$ cat src/rtl/ram_load_ctrl_if.sv
// Bundles the CPU load request, RAM read port and load response channels of ram_load_ctrl.
// No logic; a pure signal bundle.
// slave = the load controller, master = the CPU/RAM side driving requests and read data.
//
// Signals: req_valid/req_ready/req_addr/req_size/req_signed (request),
//          ram_re/ram_addr/ram_rdata (RAM read port),
//          rsp_valid/rsp_ready/rsp_data/rsp_err (response).
interface ram_load_ctrl_if #(
    parameter int ADDR_W = 16
);
    logic              req_valid;
    logic              req_ready;
    logic [ADDR_W-1:0] req_addr;
    logic [1:0]        req_size;
    logic              req_signed;

    logic              ram_re;
    logic [ADDR_W-3:0] ram_addr;
    logic [31:0]       ram_rdata;

    logic              rsp_valid;
    logic              rsp_ready;
    logic [31:0]       rsp_data;
    logic              rsp_err;

    modport slave (
        input  req_valid, req_addr, req_size, req_signed, ram_rdata, rsp_ready,
        output req_ready, ram_re, ram_addr, rsp_valid, rsp_data, rsp_err
    );

    modport master (
        output req_valid, req_addr, req_size, req_signed, ram_rdata, rsp_ready,
        input  req_ready, ram_re, ram_addr, rsp_valid, rsp_data, rsp_err
    );
endinterface

$ cat src/rtl/ram_load_ctrl.sv
// Byte/word/long load controller: long-aligned RAM reads, byte shift, zero/sign extension.
// Latency accept->rsp_valid: 2+RAM_LATENCY (one read), 3+2*RAM_LATENCY (two reads), 1 (error).
// Backpressure: rsp held stable until rsp_ready; req_ready only in IDLE, one load in flight.
//
// Ports: clk, rst (synchronous, active-high), bus (ram_load_ctrl_if.slave) carrying the
//        request, RAM read and response channels.
// Optional feature macro RAM_LOAD_MISALIGN_EN: serve misaligned word/long loads, using a
// second read at index+1 when the access straddles two longs. Without it they return rsp_err.
module ram_load_ctrl #(
    parameter int ADDR_W      = 16,
    parameter int RAM_LATENCY = 1
) (
    input  logic           clk,
    input  logic           rst,
    ram_load_ctrl_if.slave bus
);
    localparam int         IW  = ADDR_W - 2;
    localparam logic [1:0] LAT = 2'(RAM_LATENCY);

    typedef enum logic [2:0] {
        IDLE,
        RD1,
        WAIT1,
        RD2,
        WAIT2,
        RESP
    } state_t;

    state_t          state;
    logic [1:0]      cnt;
    logic [1:0]      off;
    logic [1:0]      size;
    logic            sgn;
    logic [IW-1:0]   idx;
`ifdef RAM_LOAD_MISALIGN_EN
    logic [31:0]     lo;        // first long of a straddling access
`endif

    logic            ram_re_q;
    logic [IW-1:0]   ram_addr_q;
    logic            rsp_valid_q;
    logic [31:0]     rsp_data_q;
    logic            rsp_err_q;
    logic            req_err;

    // Shift the (up to 64-bit) little-endian window down to the addressed byte, then
    // mask and extend to the requested size. Long loads ignore the signed flag.
    function automatic logic [31:0] extract(input logic [63:0] d, input logic [1:0] o,
                                            input logic [1:0] sz, input logic sg);
        logic [31:0] s;
        s = 32'(d >> {o, 3'b000});
        case (sz)
            2'b00:   extract = {{24{sg & s[7]}}, s[7:0]};
            2'b01:   extract = {{16{sg & s[15]}}, s[15:0]};
            default: extract = s;
        endcase
    endfunction

`ifdef RAM_LOAD_MISALIGN_EN
    // True when offset + access bytes runs past the end of the first long.
    function automatic logic two_reads(input logic [1:0] o, input logic [1:0] sz);
        two_reads = ((sz == 2'b01) && (o == 2'b11)) || ((sz == 2'b10) && (o != 2'b00));
    endfunction
`else
    function automatic logic misaligned(input logic [1:0] o, input logic [1:0] sz);
        misaligned = ((sz == 2'b01) && o[0]) || ((sz == 2'b10) && (o != 2'b00));
    endfunction
`endif

    always_comb begin
        req_err = (bus.req_size == 2'b11);
`ifndef RAM_LOAD_MISALIGN_EN
        if (misaligned(bus.req_addr[1:0], bus.req_size)) begin
            req_err = 1'b1;
        end
`endif
    end

    always_ff @(posedge clk) begin
        if (rst) begin
            state       <= IDLE;
            cnt         <= 2'd0;
            off         <= 2'd0;
            size        <= 2'd0;
            sgn         <= 1'b0;
            idx         <= '0;
`ifdef RAM_LOAD_MISALIGN_EN
            lo          <= 32'd0;
`endif
            ram_re_q    <= 1'b0;
            ram_addr_q  <= '0;
            rsp_valid_q <= 1'b0;
            rsp_data_q  <= 32'd0;
            rsp_err_q   <= 1'b0;
        end else begin
            case (state)
                IDLE: begin
                    if (bus.req_valid) begin
                        off  <= bus.req_addr[1:0];
                        size <= bus.req_size;
                        sgn  <= bus.req_signed;
                        idx  <= bus.req_addr[ADDR_W-1:2];
                        if (req_err) begin
                            // Rejected loads answer next cycle without touching RAM.
                            rsp_valid_q <= 1'b1;
                            rsp_err_q   <= 1'b1;
                            rsp_data_q  <= 32'd0;
                            state       <= RESP;
                        end else begin
                            ram_re_q   <= 1'b1;
                            ram_addr_q <= bus.req_addr[ADDR_W-1:2];
                            state      <= RD1;
                        end
                    end
                end
                RD1: begin
                    ram_re_q <= 1'b0;
                    cnt      <= 2'd1;
                    state    <= WAIT1;
                end
                WAIT1: begin
                    // cnt==LAT marks the cycle ram_rdata belongs to the strobe.
                    if (cnt == LAT) begin
`ifdef RAM_LOAD_MISALIGN_EN
                        if (two_reads(off, size)) begin
                            lo         <= bus.ram_rdata;
                            ram_re_q   <= 1'b1;
                            ram_addr_q <= idx + IW'(1);   // wraps at the top of RAM
                            state      <= RD2;
                        end else begin
                            rsp_valid_q <= 1'b1;
                            rsp_err_q   <= 1'b0;
                            rsp_data_q  <= extract({32'd0, bus.ram_rdata}, off, size, sgn);
                            state       <= RESP;
                        end
`else
                        rsp_valid_q <= 1'b1;
                        rsp_err_q   <= 1'b0;
                        rsp_data_q  <= extract({32'd0, bus.ram_rdata}, off, size, sgn);
                        state       <= RESP;
`endif
                    end else begin
                        cnt <= cnt + 2'd1;
                    end
                end
`ifdef RAM_LOAD_MISALIGN_EN
                RD2: begin
                    ram_re_q <= 1'b0;
                    cnt      <= 2'd1;
                    state    <= WAIT2;
                end
                WAIT2: begin
                    if (cnt == LAT) begin
                        rsp_valid_q <= 1'b1;
                        rsp_err_q   <= 1'b0;
                        rsp_data_q  <= extract({bus.ram_rdata, lo}, off, size, sgn);
                        state       <= RESP;
                    end else begin
                        cnt <= cnt + 2'd1;
                    end
                end
`endif
                RESP: begin
                    if (bus.rsp_ready) begin
                        rsp_valid_q <= 1'b0;
                        state       <= IDLE;
                    end
                end
                default: state <= IDLE;
            endcase
        end
    end

    // Gated by rst so no request is taken while reset is held.
    assign bus.req_ready = (state == IDLE) && !rst;
    assign bus.ram_re    = ram_re_q;
    assign bus.ram_addr  = ram_addr_q;
    assign bus.rsp_valid = rsp_valid_q;
    assign bus.rsp_data  = rsp_data_q;
    assign bus.rsp_err   = rsp_err_q;
endmodule

$ cat src/flat_wrapper.sv
// flat-port wrapper written by rule: the top's interface ports become plain ports
module ram_load_ctrl_flat 
#(
    parameter int ADDR_W      = 16,
    parameter int RAM_LATENCY = 1
)
  (clk, rst, bus_req_valid, bus_req_addr, bus_req_size, bus_req_signed, bus_ram_rdata, bus_rsp_ready, bus_req_ready, bus_ram_re, bus_ram_addr, bus_rsp_valid, bus_rsp_data, bus_rsp_err);
  ram_load_ctrl_if #(.ADDR_W(ADDR_W)) bus_i ();
  input  logic clk;
  input  logic rst;
  input wire logic [$bits(bus_i.req_valid)-1:0] bus_req_valid;
  input wire logic [$bits(bus_i.req_addr)-1:0] bus_req_addr;
  input wire logic [$bits(bus_i.req_size)-1:0] bus_req_size;
  input wire logic [$bits(bus_i.req_signed)-1:0] bus_req_signed;
  input wire logic [$bits(bus_i.ram_rdata)-1:0] bus_ram_rdata;
  input wire logic [$bits(bus_i.rsp_ready)-1:0] bus_rsp_ready;
  output wire logic [$bits(bus_i.req_ready)-1:0] bus_req_ready;
  output wire logic [$bits(bus_i.ram_re)-1:0] bus_ram_re;
  output wire logic [$bits(bus_i.ram_addr)-1:0] bus_ram_addr;
  output wire logic [$bits(bus_i.rsp_valid)-1:0] bus_rsp_valid;
  output wire logic [$bits(bus_i.rsp_data)-1:0] bus_rsp_data;
  output wire logic [$bits(bus_i.rsp_err)-1:0] bus_rsp_err;
  assign bus_i.req_valid = bus_req_valid;
  assign bus_i.req_addr = bus_req_addr;
  assign bus_i.req_size = bus_req_size;
  assign bus_i.req_signed = bus_req_signed;
  assign bus_i.ram_rdata = bus_ram_rdata;
  assign bus_i.rsp_ready = bus_rsp_ready;
  assign bus_req_ready = bus_i.req_ready;
  assign bus_ram_re = bus_i.ram_re;
  assign bus_ram_addr = bus_i.ram_addr;
  assign bus_rsp_valid = bus_i.rsp_valid;
  assign bus_rsp_data = bus_i.rsp_data;
  assign bus_rsp_err = bus_i.rsp_err;
  ram_load_ctrl #(.ADDR_W(ADDR_W), .RAM_LATENCY(RAM_LATENCY)) u_core (.clk(clk), .rst(rst), .bus(bus_i));
endmodule
$ cat config.mk
export PLATFORM = sky130hd
export DESIGN_NAME = ram_load_ctrl_flat
export DESIGN_NICKNAME = d
export VERILOG_FILES = /design/src/rtl/ram_load_ctrl_if.sv /design/src/rtl/ram_load_ctrl.sv /design/src/flat_wrapper.sv
export SDC_FILE = /design/constraint.sdc
export NUM_CORES = 1
export LEC_CHECK = 0
export ABC_AREA = 1
export CAP_MARGIN = 20
export CORE_MARGIN = 2
export CORE_UTILIZATION = 45
export DETAILED_ROUTE_END_ITERATION = 7
export GPL_ROUTABILITY_DRIVEN = 0
export PLACE_DENSITY_LB_ADDON = 0.12
export SLEW_MARGIN = 5
export SYNTH_ARGS = -nofsm -noshare
export SYNTH_HDL_FRONTEND = slang
export SYNTH_SLANG_ARGS = --single-unit
$ cat constraint.sdc
create_clock -name clk -period 1.9 [get_ports clk]
set_clock_uncertainty 0.1 [all_clocks]
set_input_delay 0.19 -clock clk [delete_from_list [all_inputs] [get_ports clk]]
set_output_delay 0.19 -clock clk [all_outputs]
set_load 0.05 [all_outputs]
==> changes_impl.md <==
### Implementation results

* Status: finished, final reports clean
* Leak Pwr at 1.78 nW
* FMAX at 0.547 GHz
* P_clk at 1.23 mW
* Sequential fraction of the synthesis area at 39.1%
* Synth Warn # at 0
* Min-delay src: bus_req_size[1]
* Setup ws final at 0.0734 ns
* Synthesized Nets at 514
* Aoi share at 14.8%
* Top cells by area: dfxtp_1, nand2_1, a21oi_1
* Vias per cell at 5.06
* Final Cell Area at 4280 um^2
* Chip Width at 86.0 um
* Final Hold Viols at 0
* Mapped cell area at 3020 um^2
* Met1 WL at 3.60 mm
* CTS Hold Bufs at 0
* Worst EP arrival at 1.54 ns
* GR Util met3 at 6.83%
* Pre-antenna DRT Iters at 5
* TAP cells at 77
* Synth unique cells at 26
* Post-Synth Adder-Cell Area at 0.414%
* Crit path capture: bus_rsp_err
* Final wirelength at 8.49 mm
* Avg WL per Cell at 13.3 um
* Largest area contributor in the synthesized netlist: dfxtp_1
* Worst Setup Path Type: register to primary output
* Routed length on met3 at 685 um
* Core area at 6420 um^2
* Final Util at 66.7%
* Peak supply drop at 0.00102 V
* Tally of OpenROAD warnings at 26
* Placed cell area at 4070 um^2
* Power Total at 5.43 mW
* Nets at 611
* Seq pwr at 1.59 mW
* Post-synth mux share at 0%
* Slew HR at 65.6%
* # resized after CTS at 0
* XOR-XNOR Cells, Area Fraction at 0%
* Post-detail-place hpwl at 6.13 mm
* Most common cell in the synthesized netlist: nand2_1
* Synth logic family: simple AND/OR/NAND/NOR gates
* Chip Area, Yosys at 3020 um^2
* GR peak layer: met2
* Hold Path Depth at 3
* Sw Pwr at 2.41 mW
* Largest delay share family, worst path: buffers and inverters
* Synth Instances at 458
* Period Utilization, post-route at 96.1%
* Sequential share of power at 29.2%
* First-pass GRT wire length at 13.7 mm
* Comb area share at 36.7%
* Logic area at 1570 um^2
* CP bufs+invs at 1
* Iter 0 DRT Violations at 199
* CTS root buf: clkbuf_8
* Floorplan Utilization at 47.1%
* Crit path cell chain: clkdlybuf4s50_1
* Sw Share at 44.3%
* CTS max path bufs at 2
* Actual slew at the worst max-slew pin at 0.514 ns
* Dominant synthesized flop cell: dfxtp_1
* Via count at 3215
* Top sig layer: met4
* Dominant kind of cell by area: logic gates
* Min-Delay Endpoint: u_core.size[1]$_SDFFE_PP0P_
* Avg Synthesized Cell Area at 6.60 um^2
* Max-cap viol count at 0
* Slowest cell on crit path: clkdlybuf4s50_1
* Antenna cell count at 0
* Post-CTS setup buffer count at 0
* Internal power at 3.03 mW
* Logic inverters at 27
* Reg-to-Reg Start: u_core.state[0]$_SDFFE_PP0P_
* RSZ-0062 raised after global routing: no
* Commonest cells in the netlist: nand2_1, dfxtp_1, a21oi_1
* Total gr overflow at 0
* Top cell excl fill/tap: nand2_1
* Crit path max fanout at 2
* Simple Share, Synth at 36.8%
* IO buf count at 104
* Clock group share of total power at 22.7%
* Seq/total area at 27.6%
* Top cells excl fill/tap: nand2_1, clkdlybuf4s50_1, dfxtp_1, a21oi_1, nor2_1
* H-Tree Depth at 3
* EDFF count, synth at 0
* Buffer share of cell area at 25.9%
* Largest power group: combinational cells
* Worst-path clk slew at 0.06 ns
met2.png
Scale: 4 px per um. Cells faint in the background.
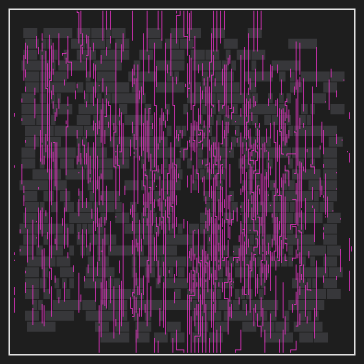
The layer holds 47% of the routed length. The wires run mostly vertical. The longest straight run is 46.9 um. 488 nets have wire on it. The layer carries 4030 um of wire.

pins.png
Scale: 3 px per um. Pins as bars across the die edge, other pins in gray.
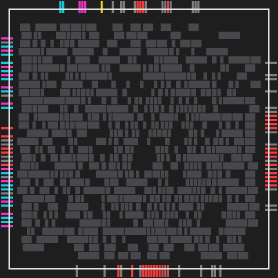
Key: `bus_ram_addr` = magenta [pins 14, direction output, edge 11 left, 3 top]; `bus_ram_rdata` = red [pins 32, direction input, edge 12 right, 11 bottom, 5 left, 4 top]; `bus_rsp_valid` = yellow [pins 1, direction output, edge top]; `bus_req_addr` = cyan [pins 16, direction input, edge 14 left, 2 top]

cell_classes.png
Scale: 4 px per um. Fill, decap, tap and diode cells in gray.
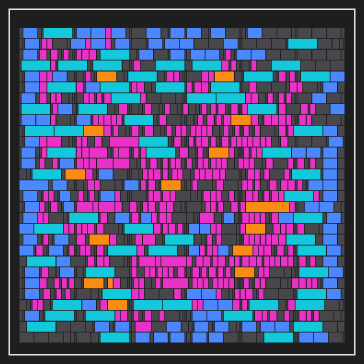
Key: clock drivers and dummy loads = orange [cells 15]; flops = cyan [cells 59]; all other logic = magenta [cells 373]; other buffers and delay cells = blue [cells 112]

final_clocks.png
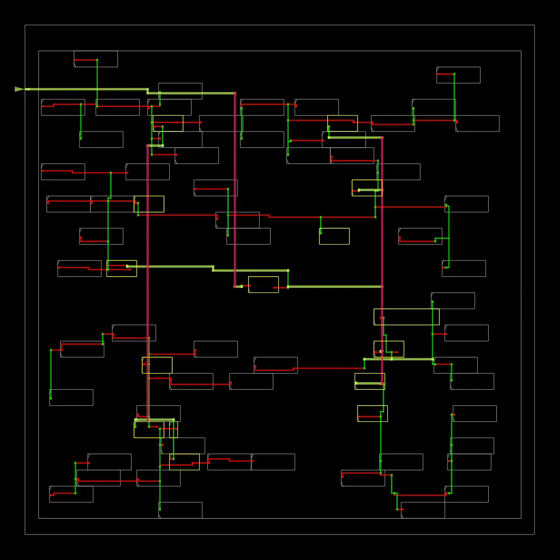
clock buffers: 14
CTS Buf Count: 9
Flops: 59
later-pin clock latency in the skew report: 0.35 ns

clock_map.png
Scale: 6 px per um.
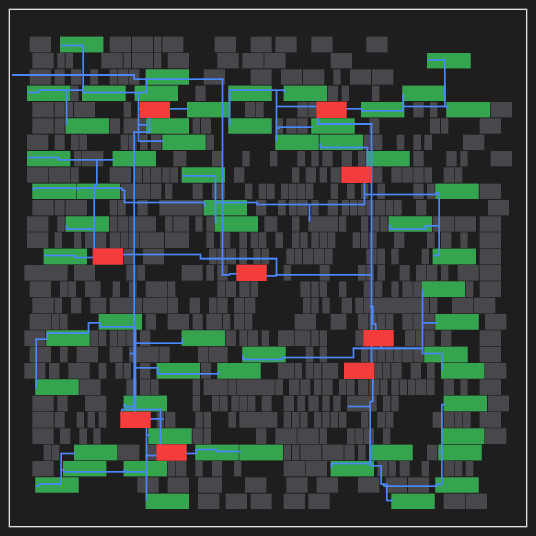
Key: flip-flops = green [count 59]; cells driving clock nets = red [count 9]; clock wires = blue [length 819 um]
There are 10 routed clock nets.

No activity file was given, so power comes from the tool's default toggle rates.
